===== src/rtl/rc_sched_pkg.sv =====
// Shared definitions for the reconfiguration scheduler: FSM encoding,
// default parameter values and the bitstream segment address helper.
package rc_sched_pkg;

  localparam logic [2:0] ST_IDLE    = 3'd0;
  localparam logic [2:0] ST_ISOLATE = 3'd1;
  localparam logic [2:0] ST_START   = 3'd2;
  localparam logic [2:0] ST_WAIT    = 3'd3;
  localparam logic [2:0] ST_RELEASE = 3'd4;

  localparam int          DEF_NUM_RR     = 3;
  localparam int          DEF_NUM_RM     = 3;
  localparam int          DEF_SEL_W      = 2;
  localparam logic [31:0] DEF_BASE_ADDR  = 32'h0;
  localparam logic [31:0] DEF_SEG_STRIDE = 32'h20;
  localparam int          DEF_SEG_SIZE   = 16;
  localparam int          DEF_HDR_SIZE   = 16;
  localparam int          DEF_TIMEOUT    = 1024;

  // Segments are laid out region-major: all RMs of region 0, then region 1, ...
  function automatic logic [31:0] seg_addr(input logic [31:0] base, input int rr,
                                           input int rm, input int num_rm,
                                           input logic [31:0] stride);
    return base + 32'(rr * num_rm + rm) * stride;
  endfunction

endpackage


===== src/rtl/rc_rr_arbiter.sv =====
// Combinational round-robin pick: first pending region at or after ptr,
// wrapping modulo NUM_RR.
module rc_rr_arbiter
  import rc_sched_pkg::*;
#(
  parameter int NUM_RR = DEF_NUM_RR,
  parameter int PTR_W  = (NUM_RR > 1) ? $clog2(NUM_RR) : 1
) (
  input  logic [NUM_RR-1:0] pending,
  input  logic [PTR_W-1:0]  ptr,
  output logic [PTR_W-1:0]  grant,
  output logic              valid
);

  int idx;

  // Scan from the farthest offset down so the nearest pending region wins.
  always_comb begin
    grant = '0;
    valid = 1'b0;
    idx   = 0;
    for (int i = NUM_RR - 1; i >= 0; i--) begin
      idx = (int'(ptr) + i) % NUM_RR;
      if (pending[idx]) begin
        grant = PTR_W'(idx);
        valid = 1'b1;
      end
    end
  end

endmodule


===== src/rtl/rc_scheduler.sv =====
// Reconfiguration scheduler: tracks the RM loaded in each region and serves
// mismatched regions one at a time through the icapi port.
module rc_scheduler
  import rc_sched_pkg::*;
#(
  parameter int          NUM_RR     = DEF_NUM_RR,
  parameter int          NUM_RM     = DEF_NUM_RM,
  parameter int          SEL_W      = DEF_SEL_W,
  parameter logic [31:0] BASE_ADDR  = DEF_BASE_ADDR,
  parameter logic [31:0] SEG_STRIDE = DEF_SEG_STRIDE,
  parameter int          SEG_SIZE   = DEF_SEG_SIZE,
  parameter int          HDR_SIZE   = DEF_HDR_SIZE,
  parameter int          TIMEOUT    = DEF_TIMEOUT
) (
  input  logic                    clock,
  input  logic                    rst,
  input  logic                    enable,
  input  logic [NUM_RR*SEL_W-1:0] rm_sel,
  output logic                    rc_start,
  output logic                    rc_bop,
  output logic [31:0]             rc_baddr,
  output logic [31:0]             rc_bsize,
  input  logic                    rc_done,
  output logic [NUM_RR-1:0]       rr_isolate,
  output logic [NUM_RR-1:0]       rr_loaded_valid,
  output logic [NUM_RR*SEL_W-1:0] rr_loaded,
  output logic                    busy,
  output logic                    err_timeout
);

  localparam int PTR_W = (NUM_RR > 1) ? $clog2(NUM_RR) : 1;
  localparam int CNT_W = $clog2(TIMEOUT + 1);

  logic [2:0]        state;
  logic [2:0]        state_next;
  logic [PTR_W-1:0]  rr_ptr;
  logic [PTR_W-1:0]  g_rr;
  logic [SEL_W-1:0]  g_rm;
  logic [PTR_W-1:0]  arb_grant;
  logic              arb_valid;
  logic [NUM_RR-1:0] pending;
  logic [CNT_W-1:0]  wait_cnt;

  assign rc_bop = 1'b1;

  always_comb begin
    pending = '0;
    for (int r = 0; r < NUM_RR; r++) begin
      if (int'(rm_sel[r*SEL_W +: SEL_W]) < NUM_RM &&
          (!rr_loaded_valid[r] ||
           rr_loaded[r*SEL_W +: SEL_W] != rm_sel[r*SEL_W +: SEL_W]))
        pending[r] = 1'b1;
    end
  end

  rc_rr_arbiter #(
    .NUM_RR (NUM_RR),
    .PTR_W  (PTR_W)
  ) u_arbiter (
    .pending (pending),
    .ptr     (rr_ptr),
    .grant   (arb_grant),
    .valid   (arb_valid)
  );

  always_comb begin
    state_next = state;
    case (state)
      ST_IDLE:    if (enable && arb_valid) state_next = ST_ISOLATE;
      ST_ISOLATE: state_next = ST_START;
      ST_START:   state_next = ST_WAIT;
      ST_WAIT:    if (rc_done || wait_cnt == CNT_W'(TIMEOUT - 1)) state_next = ST_RELEASE;
      ST_RELEASE: state_next = ST_IDLE;
      default:    state_next = ST_IDLE;
    endcase
  end

  // err_timeout is raised one edge early so it lands on the last WAIT cycle.
  always_ff @(posedge clock or posedge rst) begin
    if (rst) begin
      state           <= ST_IDLE;
      rr_ptr          <= '0;
      g_rr            <= '0;
      g_rm            <= '0;
      wait_cnt        <= '0;
      rc_start        <= 1'b0;
      rc_baddr        <= '0;
      rc_bsize        <= '0;
      rr_isolate      <= '0;
      rr_loaded_valid <= '0;
      rr_loaded       <= '0;
      busy            <= 1'b0;
      err_timeout     <= 1'b0;
    end else begin
      state       <= state_next;
      busy        <= (state_next != ST_IDLE);
      rc_start    <= 1'b0;
      err_timeout <= 1'b0;
      case (state)
        ST_IDLE: begin
          if (state_next == ST_ISOLATE) begin
            g_rr       <= arb_grant;
            g_rm       <= rm_sel[arb_grant*SEL_W +: SEL_W];
            rr_isolate <= NUM_RR'(1) << arb_grant;
          end
        end
        ST_ISOLATE: begin
          rc_baddr <= seg_addr(BASE_ADDR, int'(g_rr), int'(g_rm), NUM_RM, SEG_STRIDE);
          rc_bsize <= 32'(SEG_SIZE + HDR_SIZE);
          rc_start <= 1'b1;
        end
        ST_START: begin
          rr_loaded_valid[g_rr] <= 1'b0;
          wait_cnt              <= '0;
        end
        ST_WAIT: begin
          wait_cnt <= wait_cnt + 1'b1;
          if (rc_done) begin
            rr_loaded[g_rr*SEL_W +: SEL_W] <= g_rm;
            rr_loaded_valid[g_rr]          <= 1'b1;
          end else if (wait_cnt == CNT_W'(TIMEOUT - 2)) begin
            err_timeout <= 1'b1;
          end
        end
        ST_RELEASE: begin
          rr_isolate <= '0;
          rr_ptr     <= (g_rr == PTR_W'(NUM_RR - 1)) ? '0 : g_rr + 1'b1;
        end
        default: ;
      endcase
    end
  end

endmodule


===== config.mk =====
export PLATFORM = sky130hd
export DESIGN_NAME = rc_scheduler
export DESIGN_NICKNAME = d
export VERILOG_FILES = /design/src/rtl/rc_sched_pkg.sv /design/src/rtl/rc_rr_arbiter.sv /design/src/rtl/rc_scheduler.sv
export SDC_FILE = /design/constraint.sdc
export NUM_CORES = 1
export LEC_CHECK = 0
export CAP_MARGIN = 30
export CORE_UTILIZATION = 43
export CTS_BUF_LIST = sky130_fd_sc_hd__clkbuf_4 sky130_fd_sc_hd__clkbuf_8
export DETAILED_ROUTE_END_ITERATION = 12
export PLACE_DENSITY = 0.79
export RECOVER_POWER = 50
export SLEW_MARGIN = 20
export SYNTH_ARGS = -nofsm -noshare
export SYNTH_HDL_FRONTEND = slang
export SYNTH_SLANG_ARGS = --single-unit

===== constraint.sdc =====
create_clock -name clock -period 1.9 [get_ports clock]
set_clock_uncertainty 0.2 [all_clocks]
set_input_delay 0.38 -clock clock [delete_from_list [all_inputs] [get_ports clock]]
set_output_delay 0.38 -clock clock [all_outputs]
set_load 0.02 [all_outputs]

### Routing congestion map, run 1

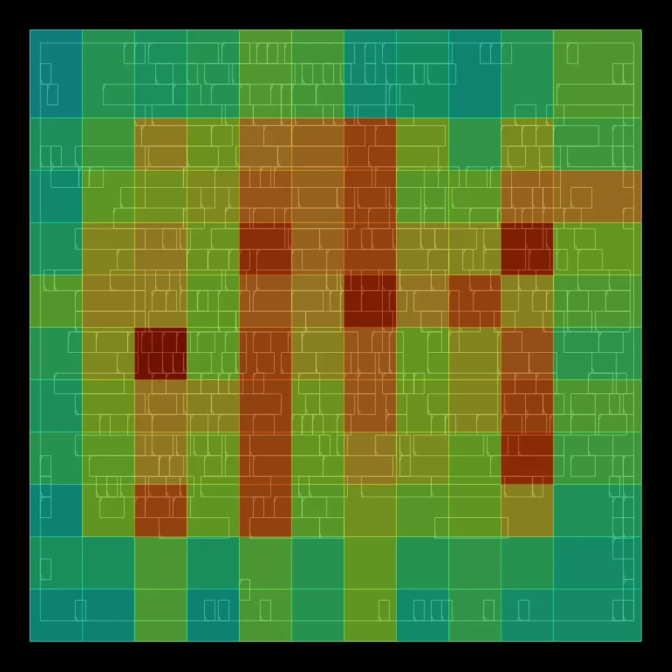
GRT met1 Usage: 23.2%
post-detailed-route wirelength per cell: 13.6 um
GR met3 Demand/Resource: 3.86%
grt met2 use: 30.9%

### Signal metal coverage by tile, run 1

16 x 16 tiles, from white (low) to dark blue (high), scaled to the fullest tile. Values are wire area over tile area, all layers added.
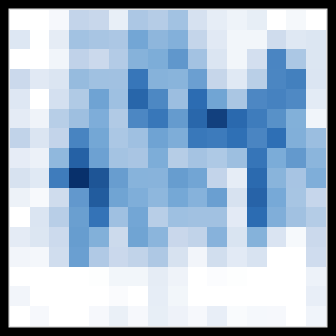
22% of the tiles are over half the peak. The fullest tile reaches 0.49. 14% of the tiles are nearly empty. The mean over all tiles is 0.14. The emptiest ninth of the die: lower right.
Total GRT Usage: 18.4%
number of vias after detailed routing: 2116

==> run summary, run 1 <==
The synthesis and PnR run went through. The run finished, with violations left. The final reports fail on negative setup slack. The clock network takes up 2.73% of total cell area after layout. Biggest cell delay along the critical path landed at ~430 ps. In this run the critical register-to-register path is launched from rr_loaded[3]. After legalization and detailed placement, the total HPWL measured 4300 um. In the per-layer breakdown of the detailed-route log, met1 shows 2670 um. The commonest cells after synthesis are 60 x sky130_fd_sc_hd__buf_4, 40 x sky130_fd_sc_hd__dfrtp_1, 30 x sky130_fd_sc_hd__nand2_1. After detailed routing, the number of vias per cell comes to approximately 4.8. According to the I/O placement log, the pin count is 90. Detailed placement reports a standard cell area of 0.00315 sq mm.

Per the run report, area growth between synthesis and finish was 27.5%. OpenROAD emitted warnings numbering 35. Measured in cells, the most critical reg-to-reg path has a length of 6. Fmax landed at ~450 MHz. Clock transition at the registers of the reported paths landed at about 80 ps. Wire length on met3 landed at 251 um. The longest clock path from root to sink contains 2 buffers. Ranked by flip-flop count, first place goes to wait_cnt.

For the worst setup path, the data arrival time is 2200 ps. The via count of the first global-routing pass is 1934. Clock latency on the worst-skew pair, taken at its later pin, is 290 ps. Number of I/O port buffers landed at 29. Basic-gate share of the synthesized area counting and, or, nand and nor cells landed at 18.3%. Across all setup checks in the final design, the least slack found is -298 ps. Vertical extent of the die landed at 80.6 um. Measured against the total synthesized area, the mux share comes to ~4%. Leakage power total landed at 1.62 nW. Looking at the cell usage after synthesis, the top flip-flop cell is sky130_fd_sc_hd__dfrtp_1. Yosys reported that registers with async set or reset make up 100%.

After layout, the worst path uses 116% of the clock period. Per the area breakdown, the dominant cell category is logic gates. Worst relative slew slack landed at 35.4%.

The mapped netlist covers between 0.002 and 0.003 sq mm. The most critical setup path has its startpoint at rr_loaded[3]. The report puts the hold buffer count at CTS at 0. The count of nets left with antenna violations once routing finished came out at 0. Per the final report, the share of cell area in non-clock buffers is 17.9%. Final setup violation count landed at 11. Post-CTS repair changed the size of 27 cells.

Worst slack at placement landed at -724 ps.
### M1 wires, run 1

Bar = 20 um.
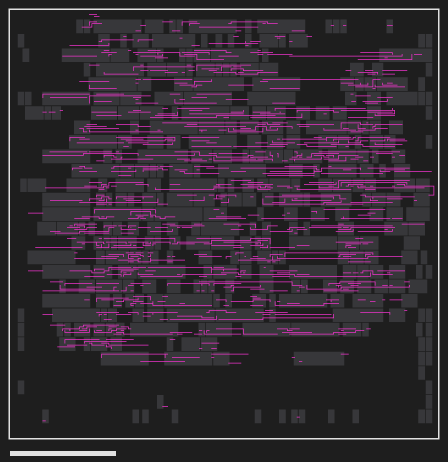
The wires run mostly horizontal. The layer holds 45% of the routed length. The longest straight run is 21.2 um. 306 nets have wire on it. The layer carries 2670 um of wire.
post-detailed-routing wire length: 5950 um

-- run 1: critical path: cells and delay by family, from the launching register on --
| family | cells | cell delay (ps) |
|---|---|---|
| AND-OR/OR-AND | 3 | 790 |
| flip-flops | 1 | 430 |
| multiplexers | 1 | 220 |
| AND/OR/NAND/NOR | 2 | 470 |
-- run 1: worst paths after layout --
| path | endpoint | slack, ps |
|---|---|---|
| setup / recovery | g_rr[0] | -300 |
| hold / removal | rc_bsize[5] | 270 |
| setup reg to reg | g_rr[0] | -300 |
| hold reg to reg | rc_bsize[5] | 270 |
| max in group asynchronous | rr_loaded[3] | 220 |
| min in group asynchronous | rc_baddr[5] | 610 |
-- run 1: power by group --
group | switching, mW | total, mW | internal, mW
Sequential | 0.232 | 1.35 | 1.12
Clock | 0.295 | 0.585 | 0.290
Combinational | 1.50 | 2.77 | 1.27
## Run 2: what changed since run 1
--- a/config.mk
+++ b/config.mk
@@ -8,6 +8,7 @@
 export CAP_MARGIN = 30
 export CORE_UTILIZATION = 43
 export CTS_BUF_LIST = sky130_fd_sc_hd__clkbuf_4 sky130_fd_sc_hd__clkbuf_8
+export CTS_CLUSTER_SIZE = 25
 export DETAILED_ROUTE_END_ITERATION = 12
 export PLACE_DENSITY = 0.79
 export RECOVER_POWER = 50
### Zoomed window, run 2

Bar = 5 um. Region (50, 50) to (70, 70) um. Cells in grey, sequential cells in the stronger grey; small squares are vias.
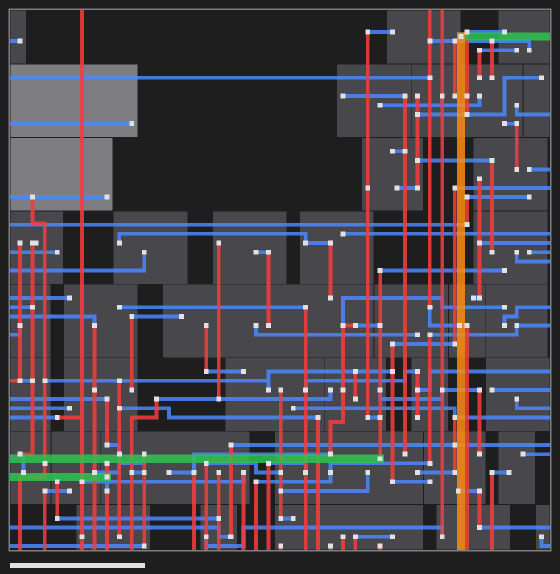
Key: blue = M1; green = M3; orange = M4; red = M2
Netlist names of flops here include g_rm (1). 32 logic cells have their middle in the window. Most frequent: buf_4 (9). Sequential cells in the window: 1.

==> run summary, run 2 <==
The synthesis and PnR run went through. The via count of the first global-routing pass is 1934 (unchanged). The basic-gate share of the synthesized area counting and, or, nand and nor cells came to 18.3% (unchanged). Looking at the reg2reg group, the worst path ends at g_rr[0]. Total number of vias landed at 2116 (unchanged). The run finished, with violations left. The half-perimeter wire length after placement came to 4300 um (unchanged). The total standard cell area after synthesis came to 0.00266 sq mm (unchanged).

The fmax is 455 MHz (unchanged). Final setup violation count landed at 11 (unchanged). The number of warnings in the stage logs was 35 (unchanged).

Total global-route track usage landed at 18.4% (unchanged). The clock network power share was 12.4% (about the same). The hold buffer count at CTS was 0 (unchanged).

Mux cell area share after synthesis landed at 4.00% (unchanged). The worst setup margin came to -298 ps (unchanged). The final clock period utilization by the worst path was 116% (unchanged). wait_cnt holds more flip-flops than any other register. The number of buffers on the longest clock path is 2 (unchanged). Data arrival time of the critical path landed at 2200 ps (about the same). The portion of total power attributed to combinational logic was 58.9% (about the same). The met2 demand-to-capacity share in global routing came to 30.9% (unchanged).

The checks that failed: negative setup slack. The worst relative slew slack was 35.4% (unchanged). Area growth from synthesis to final layout landed at 27.5% (unchanged).

Clock-net power landed at 585 uW (about the same). The total of cells resized after clock tree synthesis came to 27 (unchanged). Met1 track demand over resource in global routing landed at 23.2% (unchanged). The average routed wire per standard cell was 13.6 um (unchanged). The later-pin clock latency in the skew report is 290 ps (about the same). Biggest cell delay along the critical path landed at 430 ps (about the same). Per the timing report, the most critical flop-to-flop path originates at rr_loaded[3]. Design internal power landed at 2.68 mW (unchanged). The leakage power total was 1.62 nW (unchanged). Global routing usage on met3 landed at 3.86% (unchanged). Length of routed wiring on met1 landed at 2670 um (unchanged). The via-per-instance ratio came to 4.84 (unchanged). Worst slack at placement landed at -724 ps (unchanged).
run 2: cell counts in the layout (fill, tap and decap cells not counted):
No cell type changed its count.
run 2: cell type report:
class / instances / area [sq um] / share of cell area [%]
clock inverters: 2 / 10.0 / 0.296
inverters: 13 / 48.8 / 1.44
well taps: 75 / 93.8 / 2.77
clock buffers: 6 / 82.6 / 2.44
flip-flops and latches: 40 / 1000 / 29.7
multi-input cells: 227 / 1540 / 45.5
repair buffers: 74 / 606 / 17.9
run 2: worst max path at each step:
stage | to | cells after the start
finish | g_rr[0] | 6
global route | g_rm[1] | 7
CTS | g_rr[0] | 6
detailed placement | g_rm[0] | 9
global placement | g_rm[1] | 9
floorplan | g_rm[1] | 6
### Routing congestion map, run 2

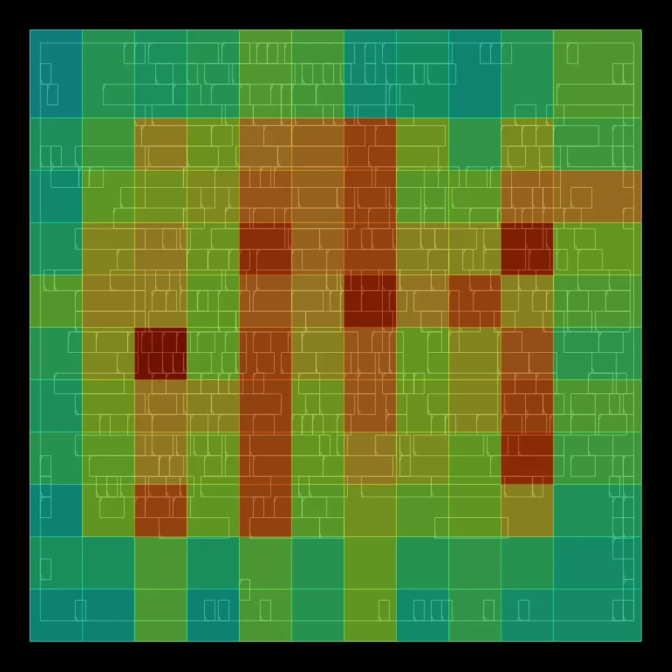

## Run 3: what changed since run 2
--- a/config.mk
+++ b/config.mk
@@ -11,7 +11,6 @@
 export CTS_CLUSTER_SIZE = 25
 export DETAILED_ROUTE_END_ITERATION = 12
 export PLACE_DENSITY = 0.79
-export RECOVER_POWER = 50
 export SLEW_MARGIN = 20
 export SYNTH_ARGS = -nofsm -noshare
 export SYNTH_HDL_FRONTEND = slang
### Routing congestion map, run 3

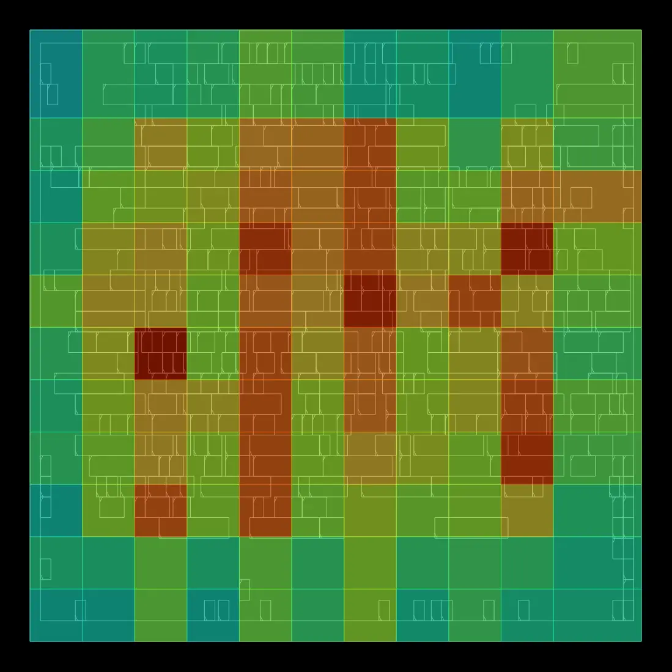
Post-Route Utilization: 57.4%
grt peak-use layer: met2

==> run summary, run 3 <==
The synthesis and PnR run went through. Per the timing report, the most critical flop-to-flop path originates at rr_ptr[0]. Global routing usage on met3 landed at 3.86% (unchanged). Worst setup margin landed at -292 ps (+5.74 ps). In this run the worst setup path terminates at g_rm[1]. Area occupied by registers landed at 0.00100 sq mm (unchanged). The met1 track demand over resource in global routing is 23.2% (unchanged). The total global-route track usage was 18.4% (unchanged). The total of cells resized after clock tree synthesis came to 27 (unchanged). Later-pin clock latency in the skew report landed at 290 ps (about the same). Area growth from synthesis to final layout landed at 28.7%. The final clock period utilization by the worst path is 115% (-0.30 points). The total standard cell area after synthesis is 0.00266 sq mm (unchanged). Data arrival time of the critical path landed at 2180 ps (-20 ps).

The hold buffer count at CTS came to 0 (unchanged). The run finished, with violations left. The total number of vias is 2103 (-0.61%). The final setup violation count was 11 (unchanged). Number of warnings in the stage logs landed at 35 (unchanged).

The final reports fail on negative setup slack. The via count of the first global-routing pass was 1934 (unchanged). The count of plain and timing-repair buffers came to 74 (unchanged). By area, logic gates come first. In this run the critical register-to-register path is captured at g_rm[1]. The number of sequential storage elements was 40 (unchanged). Length of routed wiring on met1 landed at 2630 um (-1.3%). Biggest cell delay along the critical path landed at 420 ps (about the same).

The sequential fraction of total cell area is 29.4% (-0.28 points). The area share of buffers outside the clock network came to 18.5% (+0.64 points). Half-perimeter wire length after placement landed at 4300 um (unchanged). The average routed wire per standard cell came to 13.6 um (-0.10%). Combinational gate count landed at 227 (unchanged). Fraction of standard cell area in multi-input logic landed at 45.2% (-0.29 points).
[run 3: netlist changes by cell type in the layout (fill, tap and decap cells not counted), sizes merged]
cell / before / now
buf: 43 / 45
clkbuf: 9 / 6
clkdlybuf4s50: 12 / 13
dlygate4sd3: 1 / 0
dlymetal6s2s: 2 / 3
[run 3: power breakdown]
| group | switching, mW | internal [mW] |
|---|---|---|
| logic | 1.51 | 1.30 |
| clock network | 0.297 | 0.290 |
| registers | 0.231 | 1.12 |
| total | 2.03 | 2.71 |
[run 3: kinds of logic after synthesis]
family	share of synthesized area, %
xor+xnor	1.65
other cells	0.283
buf+inv	18.9
fa+ha+maj	6.69
compound gates	12.4
mux	4.00
flops	37.7
simple gates	18.3
Power and IR drop assume default switching activity.
